$ cat src/rtl/reconfig_sequencer_if.sv
// Request/status and reconfiguration-primitive signal bundle for reconfig_sequencer.
// master = requester/primitive side, slave = the sequencer.
interface reconfig_sequencer_if;
  logic       req_valid;
  logic [1:0] req_image;
  logic       req_ready;
  logic       wd_kick;
  logic [1:0] cfg_CBSEL;
  logic       cfg_ENA;
  logic       cfg_CONFIG;
  logic       cfg_ERROR;
  logic       busy;
  logic       err;
  logic [1:0] err_code;

  modport master (
    output req_valid, req_image, wd_kick, cfg_ERROR,
    input  req_ready, cfg_CBSEL, cfg_ENA, cfg_CONFIG, busy, err, err_code
  );

  modport slave (
    input  req_valid, req_image, wd_kick, cfg_ERROR,
    output req_ready, cfg_CBSEL, cfg_ENA, cfg_CONFIG, busy, err, err_code
  );
endinterface

$ cat src/rtl/reconfig_sequencer.sv
// Remote-reconfiguration sequencer: SETUP -> PULSE -> WAIT, with error/timeout capture in FAIL.
// Optional watchdog auto-request of DEFAULT_IMAGE is enabled by defining WATCHDOG_EN.
module reconfig_sequencer #(
  parameter int          SETUP_CYCLES  = 16,
  parameter int          PULSE_CYCLES  = 32,
  parameter int          WAIT_CYCLES   = 1000,
  parameter logic [23:0] WD_CYCLES     = 24'h1AB3FF,
  parameter logic [1:0]  DEFAULT_IMAGE = 2'b10
) (
  input logic                  clk,
  input logic                  rst,
  reconfig_sequencer_if.slave  bus
);

  typedef enum logic [2:0] {
    ST_IDLE  = 3'd0,
    ST_SETUP = 3'd1,
    ST_PULSE = 3'd2,
    ST_WAIT  = 3'd3,
    ST_FAIL  = 3'd4
  } state_t;

  localparam logic [23:0] SETUP_LOAD = 24'(SETUP_CYCLES - 1);
  localparam logic [23:0] PULSE_LOAD = 24'(PULSE_CYCLES - 1);
  localparam logic [23:0] WAIT_LOAD  = 24'(WAIT_CYCLES - 1);

  state_t      state_q, state_d;
  logic [23:0] cnt_q, cnt_d;
  logic [1:0]  cbsel_q, cbsel_d;
  logic        ena_q, ena_d;
  logic        config_q, config_d;
  logic        busy_q, busy_d;
  logic        err_q, err_d;
  logic [1:0]  code_q, code_d;
  logic        ready_q, ready_d;
  logic        err_meta_q, err_sync_q;

  logic        idle_or_fail_s;
  logic        wd_fire_s;
  logic        start_s;
  logic [1:0]  start_image_s;

  assign idle_or_fail_s = (state_q == ST_IDLE) || (state_q == ST_FAIL);

`ifdef WATCHDOG_EN
  logic [23:0] wd_cnt_q, wd_cnt_d;

  // A kick in the same cycle as the terminal count suppresses the fire.
  assign wd_fire_s = idle_or_fail_s && (wd_cnt_q == WD_CYCLES) && !bus.wd_kick;

  always_comb begin
    wd_cnt_d = wd_cnt_q + 24'd1;
    if (!idle_or_fail_s || bus.wd_kick || start_s) begin
      wd_cnt_d = 24'd0;
    end
  end

  always_ff @(posedge clk or posedge rst) begin
    if (rst) begin
      wd_cnt_q <= 24'd0;
    end else begin
      wd_cnt_q <= wd_cnt_d;
    end
  end
`else
  assign wd_fire_s = 1'b0;
`endif

  assign bus.req_ready  = ready_q & ~wd_fire_s;
  assign start_s        = idle_or_fail_s && (wd_fire_s || (bus.req_valid && bus.req_ready));
  assign start_image_s  = wd_fire_s ? DEFAULT_IMAGE : bus.req_image;

  // cfg_ERROR is asynchronous to clk; two flops before it may steer the FSM.
  always_ff @(posedge clk or posedge rst) begin
    if (rst) begin
      err_meta_q <= 1'b0;
      err_sync_q <= 1'b0;
    end else begin
      err_meta_q <= bus.cfg_ERROR;
      err_sync_q <= err_meta_q;
    end
  end

  always_comb begin
    state_d  = state_q;
    cnt_d    = cnt_q;
    cbsel_d  = cbsel_q;
    ena_d    = ena_q;
    config_d = config_q;
    err_d    = err_q;
    code_d   = code_q;
    case (state_q)
      ST_IDLE, ST_FAIL: begin
        if (start_s) begin
          state_d  = ST_SETUP;
          cnt_d    = SETUP_LOAD;
          cbsel_d  = start_image_s;
          ena_d    = 1'b1;
          config_d = 1'b0;
          err_d    = 1'b0;
          code_d   = 2'b00;
        end else begin
          state_d = state_q;
        end
      end
      ST_SETUP: begin
        if (cnt_q == 24'd0) begin
          state_d  = ST_PULSE;
          cnt_d    = PULSE_LOAD;
          config_d = 1'b1;
        end else begin
          cnt_d = cnt_q - 24'd1;
        end
      end
      ST_PULSE: begin
        if (err_sync_q) begin
          state_d  = ST_FAIL;
          cnt_d    = 24'd0;
          ena_d    = 1'b0;
          config_d = 1'b0;
          err_d    = 1'b1;
          code_d   = 2'b01;
        end else if (cnt_q == 24'd0) begin
          state_d  = ST_WAIT;
          cnt_d    = WAIT_LOAD;
          config_d = 1'b0;
        end else begin
          cnt_d = cnt_q - 24'd1;
        end
      end
      ST_WAIT: begin
        if (err_sync_q || (cnt_q == 24'd0)) begin
          state_d  = ST_FAIL;
          cnt_d    = 24'd0;
          ena_d    = 1'b0;
          config_d = 1'b0;
          err_d    = 1'b1;
          code_d   = err_sync_q ? 2'b01 : 2'b10;
        end else begin
          cnt_d = cnt_q - 24'd1;
        end
      end
      default: begin
        state_d  = ST_IDLE;
        cnt_d    = 24'd0;
        ena_d    = 1'b0;
        config_d = 1'b0;
      end
    endcase
    busy_d  = (state_d == ST_SETUP) || (state_d == ST_PULSE) || (state_d == ST_WAIT);
    ready_d = (state_d == ST_IDLE) || (state_d == ST_FAIL);
  end

  // State and registered outputs; reset drops the trigger without finishing a pulse.
  always_ff @(posedge clk or posedge rst) begin
    if (rst) begin
      state_q  <= ST_IDLE;
      cnt_q    <= 24'd0;
      cbsel_q  <= DEFAULT_IMAGE;
      ena_q    <= 1'b0;
      config_q <= 1'b0;
      busy_q   <= 1'b0;
      err_q    <= 1'b0;
      code_q   <= 2'b00;
      ready_q  <= 1'b0;
    end else begin
      state_q  <= state_d;
      cnt_q    <= cnt_d;
      cbsel_q  <= cbsel_d;
      ena_q    <= ena_d;
      config_q <= config_d;
      busy_q   <= busy_d;
      err_q    <= err_d;
      code_q   <= code_d;
      ready_q  <= ready_d;
    end
  end

  assign bus.cfg_CBSEL  = cbsel_q;
  assign bus.cfg_ENA    = ena_q;
  assign bus.cfg_CONFIG = config_q;
  assign bus.busy       = busy_q;
  assign bus.err        = err_q;
  assign bus.err_code   = code_q;

endmodule

$ cat src/flat_wrapper.sv
// flat-port wrapper written by rule: the top's interface ports become plain ports
module reconfig_sequencer_flat 
#(
  parameter int          SETUP_CYCLES  = 16,
  parameter int          PULSE_CYCLES  = 32,
  parameter int          WAIT_CYCLES   = 1000,
  parameter logic [23:0] WD_CYCLES     = 24'h1AB3FF,
  parameter logic [1:0]  DEFAULT_IMAGE = 2'b10
)
  (clk, rst, bus_req_valid, bus_req_image, bus_wd_kick, bus_cfg_ERROR, bus_req_ready, bus_cfg_CBSEL, bus_cfg_ENA, bus_cfg_CONFIG, bus_busy, bus_err, bus_err_code);
  reconfig_sequencer_if bus_i ();
  input logic clk;
  input logic rst;
  input wire logic [$bits(bus_i.req_valid)-1:0] bus_req_valid;
  input wire logic [$bits(bus_i.req_image)-1:0] bus_req_image;
  input wire logic [$bits(bus_i.wd_kick)-1:0] bus_wd_kick;
  input wire logic [$bits(bus_i.cfg_ERROR)-1:0] bus_cfg_ERROR;
  output wire logic [$bits(bus_i.req_ready)-1:0] bus_req_ready;
  output wire logic [$bits(bus_i.cfg_CBSEL)-1:0] bus_cfg_CBSEL;
  output wire logic [$bits(bus_i.cfg_ENA)-1:0] bus_cfg_ENA;
  output wire logic [$bits(bus_i.cfg_CONFIG)-1:0] bus_cfg_CONFIG;
  output wire logic [$bits(bus_i.busy)-1:0] bus_busy;
  output wire logic [$bits(bus_i.err)-1:0] bus_err;
  output wire logic [$bits(bus_i.err_code)-1:0] bus_err_code;
  assign bus_i.req_valid = bus_req_valid;
  assign bus_i.req_image = bus_req_image;
  assign bus_i.wd_kick = bus_wd_kick;
  assign bus_i.cfg_ERROR = bus_cfg_ERROR;
  assign bus_req_ready = bus_i.req_ready;
  assign bus_cfg_CBSEL = bus_i.cfg_CBSEL;
  assign bus_cfg_ENA = bus_i.cfg_ENA;
  assign bus_cfg_CONFIG = bus_i.cfg_CONFIG;
  assign bus_busy = bus_i.busy;
  assign bus_err = bus_i.err;
  assign bus_err_code = bus_i.err_code;
  reconfig_sequencer #(.SETUP_CYCLES(SETUP_CYCLES), .PULSE_CYCLES(PULSE_CYCLES), .WAIT_CYCLES(WAIT_CYCLES), .WD_CYCLES(WD_CYCLES), .DEFAULT_IMAGE(DEFAULT_IMAGE)) u_core (.clk(clk), .rst(rst), .bus(bus_i));
endmodule
$ cat config.mk
export PLATFORM = sky130hd
export DESIGN_NAME = reconfig_sequencer_flat
export DESIGN_NICKNAME = d
export VERILOG_FILES = /design/src/rtl/reconfig_sequencer_if.sv /design/src/rtl/reconfig_sequencer.sv /design/src/flat_wrapper.sv
export SDC_FILE = /design/constraint.sdc
export NUM_CORES = 1
export LEC_CHECK = 0
export ABC_AREA = 1
export CAP_MARGIN = 5
export CORE_ASPECT_RATIO = 1.2
export CORE_UTILIZATION = 55
export CTS_BUF_LIST = sky130_fd_sc_hd__clkbuf_4
export DETAILED_ROUTE_END_ITERATION = 16
export DONT_BUFFER_PORTS = 1
export PLACE_DENSITY = 0.69
export SKIP_CTS_REPAIR_TIMING = 1
export SLEW_MARGIN = 20
export SYNTH_ARGS = -nofsm -noshare
export SYNTH_HDL_FRONTEND = slang
export SYNTH_SLANG_ARGS = --single-unit
$ cat constraint.sdc
create_clock -name clk -period 2.13 [get_ports clk]
set_clock_uncertainty 0.15 [all_clocks]
set_input_delay 0.3195 -clock clk [delete_from_list [all_inputs] [get_ports clk]]
set_output_delay 0.3195 -clock clk [all_outputs]
set_load 0.02 [all_outputs]
==> GITHUB_STEP_SUMMARY, run 1 <==
## PnR job results

| Metric | Value |
|---|---|
| Most frequent cells in the layout | 92 x nand2_1, 39 x nor2_1, 37 x dfrtp_1 |
| Endpoints failing hold | 0 |
| Post-layout util | 65.05% |
| Most numerous logic cell after layout | nand2_1 |
| Flop pwr share | 32.8% |
| Reg2Reg Setup Slack | 210 ps |
| Final Setup Violations | 0 |
| P_clk | 0.605 mW |
| Largest Register | u_core.cnt_q |
| Top power group | combinational cells |
| Non-clock buffers, area share | 3.512% |
| Worst Tran Pin Value | 478.3 ps |
| Outcome | complete, no violations |
| Routed len/inst | 12.39 um |
| Non-CTS buffers | 10 |
| Largest regs | u_core.cnt_q x24, u_core.state_q x3 |
| Synth top cell by count | nand2_1 |
| CP endpoint kind | register |
| Sequential cell area share | 39.31% |
| Routed Wire Length | 4360 um |
| Psw | 2.054 mW |
| Setup WS pre-CTS | 226.4 ps |
| Die Wd | 59.72 um |
| CP bufs+invs | 0 |
| Die extent in y | 71.26 um |
| Drt first pass iters | 4 |
| Placed inst area | 2281 sq um |
| Max reg flops | 24 |
| Vias/cell | 5.037 |
| Hold-critical path depth | 3 |
| CP endpoint | u_core.cnt_q[5]$_DFFE_PP0N_ |
| Die area | 4255 sq um |
| Worst vdd ir | 970.4 uV |
| Clock network power share | 14.4% |
| Yosys stat area | 2198 sq um |
| Post-route setup slack | 208.8 ps |
| Antenna-violating nets left | 0 |
| Met2 Use GR | 40.86% |
| Worst Hold Class | primary input to register |
| Final Cycle Share | 90.20% |
| Max layer used | met4 |
| Hold_sp | bus_req_valid |
| Post-Layout Cell Count | 352 |
| CP max stage delay | 440 ps |
| CP Class | register to register |
| Count of tool warnings | 27 |
| CTS H-tree lvls | 2 |
| Core Area | 3724 sq um |
| Most frequent cell on the critical path | nand2_1 |
| TritonCTS Sinks | 38 |
| EDFF count, synth | 0 |
| Row count | 24 |
| Reg-to-Reg Start | u_core.cnt_q[16]$_DFFE_PP0N_ |
| Total GRT Usage | 23.64% |
| Gr ovfl total | 0 |
| Main logic family | simple AND/OR/NAND/NOR gates |
| FF+latch count, synth | 38 |
| GPL Wtd Cong | 0.7841 |
| Comb pwr | 2.23 mW |
| First-pass GRT wire length | 7596 um |
| Met1 Use GR | 28.21% |
| Vias in the first global route | 1775 |
| Final Cell Area | 2422 sq um |
| Routed wl met2 | 2240 um |
| Dominant flop cell | dfrtp_1 |
| CP max stage cell | dfrtp_1 |
Run 1, cell outlines without signal wires:
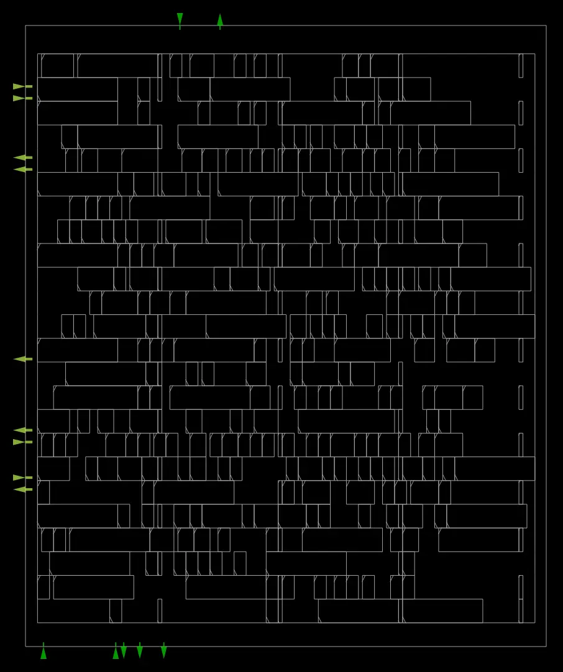
registers: 38
fillcell total: 344
n_taps: 52

Run 1, clock distribution:
Scale bar: 20 um.
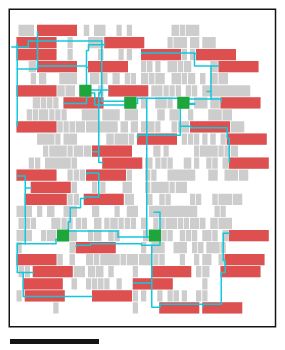
[flip-flops] red | count: 38
[cells driving clock nets] green | count: 5
[clock wires] cyan | length: 463 um
flops lie	all over the die

Run 1, M3 wires:
Scale bar: 20 um.
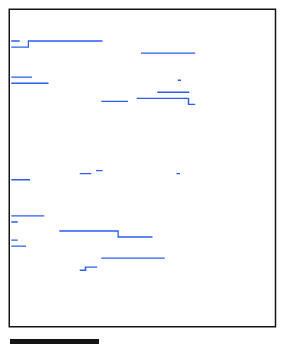
longest straight run	16.6 um
nets with wire on the layer	16
wire length on this layer	135 um
share of all routed wire	3.1%
main direction	horizontal

Run 1, register map, names as in the netlist:
Other sequential cells in the stronger grey, the rest of the logic in the fainter grey.
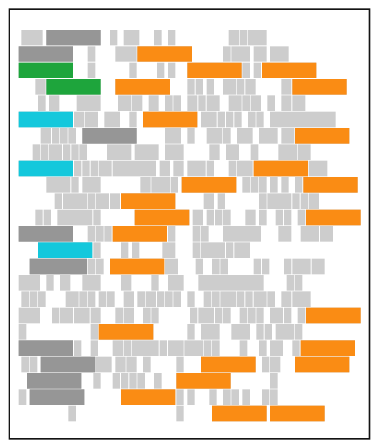
name in the netlist	colour	sequential cells
u_core.bus.err_code	green	2
u_core.state_q	cyan	3
u_core.cnt_q	orange	24

==> run 1 -> run 2 <==
--- a/config.mk
+++ b/config.mk
@@ -13,7 +13,6 @@
 export DETAILED_ROUTE_END_ITERATION = 16
 export DONT_BUFFER_PORTS = 1
 export PLACE_DENSITY = 0.69
-export SKIP_CTS_REPAIR_TIMING = 1
 export SLEW_MARGIN = 20
 export SYNTH_ARGS = -nofsm -noshare
 export SYNTH_HDL_FRONTEND = slang
Run 2, metal layers overlaid:
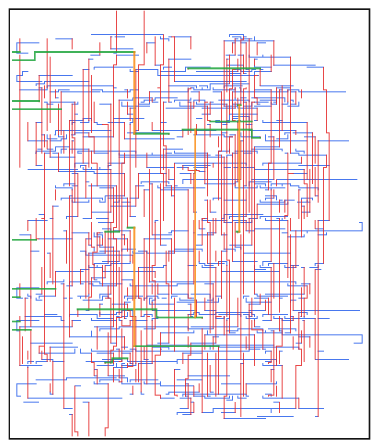
layer	colour	wire length
met2	red	2240 um
met1	blue	1900 um
met3	green	135 um
met4	orange	85.7 um

==> run 2 against run 1 <==
Via count stayed put. Global-route usage is 0.075 points lower. Total power hardly changed. Highest routed layer unchanged. Setup slack hardly changed.
==> GITHUB_STEP_SUMMARY, run 2 <==
## PnR job results

| Metric | Value |
|---|---|
| Outcome | complete, no violations |
| Most frequent cell on the critical path | nand2_1 |
| Die Wd | 59.72 um |
| Psw | 2.054 mW |
| CP cell instances | nor2_1, nand2_1, nor2_2, nand3_4, o21ai_2, nand2_2, nand2_1, nand2_1 |
| # diodes | 0 |
| Commonest cells in the netlist | 92 x nand2_1, 39 x nor2_1, 37 x dfrtp_1 |
| Routed len/inst | 12.38 um |
| Met2 Use GR | 40.62% |
| CP max stage cell | dfrtp_1 |
| Largest net degree at the start of global routing | 39 |
| Yosys warns | 0 |
| Row count | 24 |
| Die extent in y | 71.26 um |
| Routed wl met2 | 2241 um |
| Endpoints failing hold | 0 |
| Crit-path max FO | 15 |
| Register Area | 952.2 sq um |
| Largest regs | u_core.cnt_q x24, u_core.state_q x3 |
| Flop pwr share | 32.8% |
| Clock network power share | 14.4% |
| Hold-critical path depth | 3 |
| Most frequent cells in the layout | 92 x nand2_1, 39 x nor2_1, 37 x dfrtp_1 |
| Area delta synth->final | 10.19% |
| Antenna-violating nets left | 0 |
| Total number of vias | 1773 |
| Cells after Synth | 285 |
| Post-route setup slack | 208.9 ps |
| CTS H-tree lvls | 2 |
| Synth top cell by count | nand2_1 |
| RSZ-0062 raised after global routing | false |
| Max layer used | met4 |
| Setup WS pre-CTS | 226.4 ps |
| Ao+oa area frac | 5.578% |
| Synth top area share | 42.12% |
| Adder-cell share of the synthesized area | 0.5692% |
| Dominant flop cell | dfrtp_1 |
| Max reg flops | 24 |
| Post-Layout Cell Count | 352 |
| Die area | 4255 sq um |
| Final Cell Area | 2422 sq um |
| WP data required | 2230 ps |
| Busiest grt layer | met2 |
| Yosys stat area | 2198 sq um |
| Post-layout util | 65.05% |
| Fillcell total | 345 |
| Final Setup Violations | 0 |
| Hold_sp | bus_req_valid |
| Count of tool warnings | 27 |
| Clk slew on worst S/H paths | 110 ps |
| Met3 WL | 134 um |
| MaxCap Viol Count | 0 |
| EDFF count, synth | 0 |
| # Cells Yosys | 285 |
| Reg2reg path depth | 8 |
| CP endpoint kind | register |
| Switch share | 48.77% |
| Met1 Use GR | 28.21% |
| Non-clock buffers, area share | 3.512% |
| Static leakage | 1.274 nW |
| Worst Tran Pin Value | 478.3 ps |
| FF+latch count, synth | 38 |
| Sequential cell area share | 39.31% |
| TritonCTS Sinks | 38 |
| Hold_buf cts | 4 |
| CP max stage delay | 440 ps |
| First-pass GRT wire length | 7569 um |
| Vias in the first global route | 1771 |
| CP endpoint | u_core.cnt_q[5]$_DFFE_PP0N_ |
| Placed inst area | 2281 sq um |
| Comb pwr | 2.23 mW |
| Inverters | 27 |
| Top power group | combinational cells |
| Total GRT Usage | 23.56% |
| Non-CTS buffers | 10 |
| Pint | 2.157 mW |
| Reg-to-Reg Start | u_core.cnt_q[16]$_DFFE_PP0N_ |
| Mux frac, synth | 0% |
| CP bufs+invs | 0 |
| Drt first pass iters | 4 |
| Insertion Delay late pin | 350 ps |
| Critical path launch point type | register |
| CP Class | register to register |
| Layout net count | 307 |
| Gr ovfl total | 0 |
| Fraction of layout cells with a size suffix above 1 | 16.67% |
| CTS tree | yes |
| N_taps | 52 |
| Worst vdd ir | 970.4 uV |
| Most numerous logic cell after layout | nand2_1 |
| Pins over their slew limit | 0 |
| Reg2Reg Setup Slack | 210 ps |
| Hold path endpoint | u_core.state_q[2]$_DFF_PP0_ |
| P_clk | 0.605 mW |
| Worst Hold Class | primary input to register |
| Comb_multi_in | 217 |
| CLK BUF | 5 |
| GPL Wtd Cong | 0.7841 |
| Main logic family | simple AND/OR/NAND/NOR gates |
| Core Area | 3724 sq um |
| Largest Register | u_core.cnt_q |
| Vias/cell | 5.037 |
| Comb area share | 45.92% |
| Final Cycle Share | 90.19% |
| Registers | 38 |
| Routed Wire Length | 4359 um |
Run 2, clock distribution:
Scale bar: 20 um.
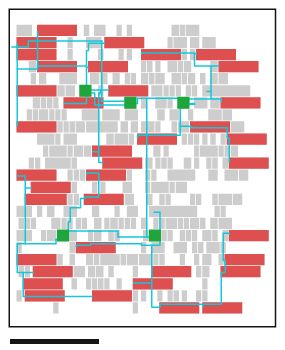
[flip-flops] red | count: 38
[clock wires] cyan | length: 463 um
[cells driving clock nets] green | count: 5
routed clock nets	6

==> run 2 -> run 3 <==
--- a/config.mk
+++ b/config.mk
@@ -7,12 +7,15 @@
 export LEC_CHECK = 0
 export ABC_AREA = 1
 export CAP_MARGIN = 5
+export CELL_PAD_IN_SITES_DETAIL_PLACEMENT = 1
+export CELL_PAD_IN_SITES_GLOBAL_PLACEMENT = 2
 export CORE_ASPECT_RATIO = 1.2
-export CORE_UTILIZATION = 55
+export CORE_MARGIN = 2
+export CORE_UTILIZATION = 39
 export CTS_BUF_LIST = sky130_fd_sc_hd__clkbuf_4
 export DETAILED_ROUTE_END_ITERATION = 16
 export DONT_BUFFER_PORTS = 1
-export PLACE_DENSITY = 0.69
+export PLACE_DENSITY = 0.81
 export SLEW_MARGIN = 20
 export SYNTH_ARGS = -nofsm -noshare
 export SYNTH_HDL_FRONTEND = slang
Run 3, cell outlines without signal wires:
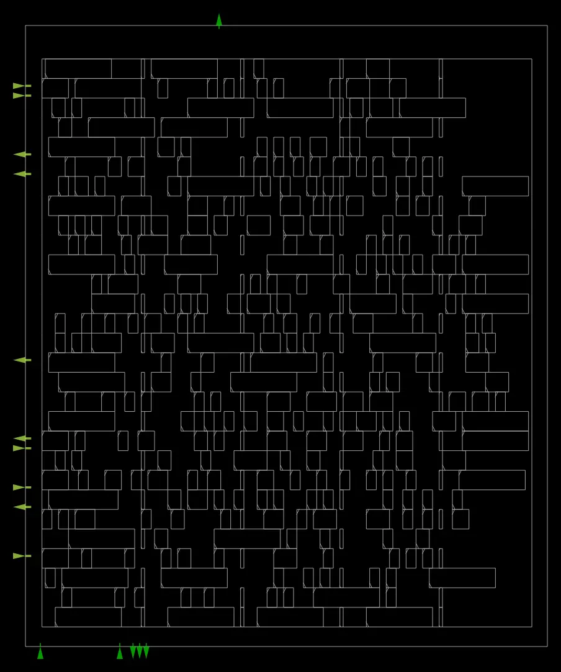
n_taps: 62
post-layout util: 44.76%

==> run 3 against run 2 <==
Synthesized cell count unchanged. Largest power group unchanged. Sequential share of layout area up 0.31 points. Hold slack better by 22 ps. Critical path depth unchanged. Largest cell class unchanged. Clock power down 37%.
==> GITHUB_STEP_SUMMARY, run 3 <==
## PnR job results

| Metric | Value |
|---|---|
| Outcome | complete, no violations |
| Core Area | 5370 sq um |
| Final Cell Area | 2404 sq um |
| Flop pwr share | 34.3% |
| Met2 Use GR | 34.46% |
| Worst vdd ir | 662.5 uV |
| Count of tool warnings | 27 |
| Hold path endpoint | u_core.bus.cfg_CBSEL[1]$_DFFE_PP1P_ |
| Gr ovfl total | 0 |
| Sequential cell area share | 39.61% |
| Comb pwr | 2.28 mW |
| Insertion Delay late pin | 340 ps |
| Most frequent cell on the critical path | nand2_1 |
| CLK BUF | 6 |
| Hold-critical path depth | 4 |
| Row count | 29 |
| Max layer used | met4 |
| Comb_multi_in | 217 |
| Ao+oa area frac | 5.578% |
| Setup WS pre-CTS | 269.5 ps |
| Inverters | 27 |
| Routed len/inst | 14.23 um |
| Commonest cells in the netlist | 92 x nand2_1, 39 x nor2_1, 37 x dfrtp_1 |
| Routed Wire Length | 5180 um |
| Static leakage | 1.265 nW |
| Busiest grt layer | met2 |
| CTS H-tree lvls | 2 |
| Largest net degree at the start of global routing | 39 |
| Register Area | 952.2 sq um |
| Yosys warns | 0 |
| Die Wd | 72.54 um |
| Total GRT Usage | 18.82% |
| CP Class | register to register |
| Crit-path max FO | 12 |
| Clk slew on worst S/H paths | 110 ps |
| Top power group | combinational cells |
| P_clk | 0.383 mW |
| Top Ports | 16 |
| Psw | 2.098 mW |
| Adder-cell share of the synthesized area | 0.5692% |
| Routed wl met2 | 2813 um |
| Max reg flops | 24 |
| Layout net count | 309 |
| Die area | 6256 sq um |
| Met1 Use GR | 22.49% |
| First-pass GRT wire length | 9101 um |
| Root buf cell | clkbuf_4 |
| Critical path launch point type | register |
| Met3 WL | 90 um |
| Total number of vias | 1824 |
| Reg2Reg Setup Slack | 260 ps |
| CP endpoint kind | register |
| Most frequent cells in the layout | 92 x nand2_1, 39 x nor2_1, 37 x dfrtp_1 |
| RSZ-0062 raised after global routing | false |
| Hold_buf cts | 4 |
| Switch share | 51.81% |
| Mux frac, synth | 0% |
| GPL Wtd Cong | 0.8217 |
| CP endpoint | u_core.cnt_q[8]$_DFFE_PP0N_ |
| Fraction of layout cells with a size suffix above 1 | 17.55% |
| Yosys xor share | 5.179% |
| Final Setup Violations | 0 |
| Post-route setup slack | 263.0 ps |
| Vias in the first global route | 1953 |
| Non-CTS buffers | 12 |
| Reg-to-Reg Start | u_core.cnt_q[18]$_DFFE_PP0N_ |
| Main logic family | simple AND/OR/NAND/NOR gates |
| Most numerous logic cell after layout | nand2_1 |
| Worst Tran Pin Value | 482.3 ps |
| Post-cts resize count | 0 |
| Area delta synth->final | 9.334% |
| Pins over their slew limit | 0 |
| Non-clock buffers, area share | 4.164% |
| # Cells Yosys | 285 |
| CP max stage cell | dfrtp_1 |
| Reg2reg path depth | 8 |
| Antenna-violating nets left | 0 |
| TritonCTS Sinks | 38 |
| Comb area share | 46.28% |
| Fillcell total | 696 |
| CP max stage delay | 460 ps |
| Placed inst area | 2308 sq um |
| CP cell instances | nor2_2, nand2_1, nor2_2, nand3_4, o21ai_2, nand2_2, nand2_1, nand2_1 |
| WP data required | 2230 ps |
| Synth top cell by count | nand2_1 |
| Levels on crit path | 8 |
| Endpoints failing hold | 0 |
| Die extent in y | 86.25 um |
| Drt first pass iters | 4 |
| FMAX | 535.6 MHz |
| Post-CTS Setup Bufs | 0 |
| Worst Hold Class | primary input to register |
| Post-Layout Cell Count | 364 |
| CTS tree | yes |
| Largest Register | u_core.cnt_q |
| MaxCap Viol Count | 0 |
| Cells after Synth | 285 |
| Pint | 1.952 mW |
| Hold_sp | bus_req_valid |
| Registers | 38 |
| Clock network power share | 9.5% |
| EDFF count, synth | 0 |
| Synth top area share | 42.12% |
| CP bufs+invs | 0 |
| FF+latch count, synth | 38 |
| Yosys stat area | 2198 sq um |
| Final Cycle Share | 87.65% |
| # diodes | 0 |
| Largest regs | u_core.cnt_q x24, u_core.state_q x3 |
Run 3, clock distribution:
Scale bar: 20 um.
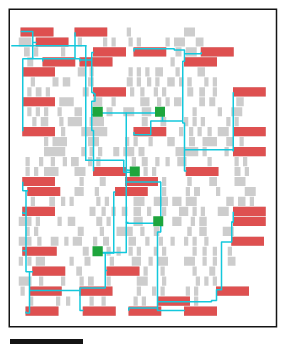
[clock wires] cyan | length: 549 um
[cells driving clock nets] green | count: 5
[flip-flops] red | count: 38
routed clock nets	6
flops lie	all over the die

No activity file was given, so power comes from the tool's default toggle rates.
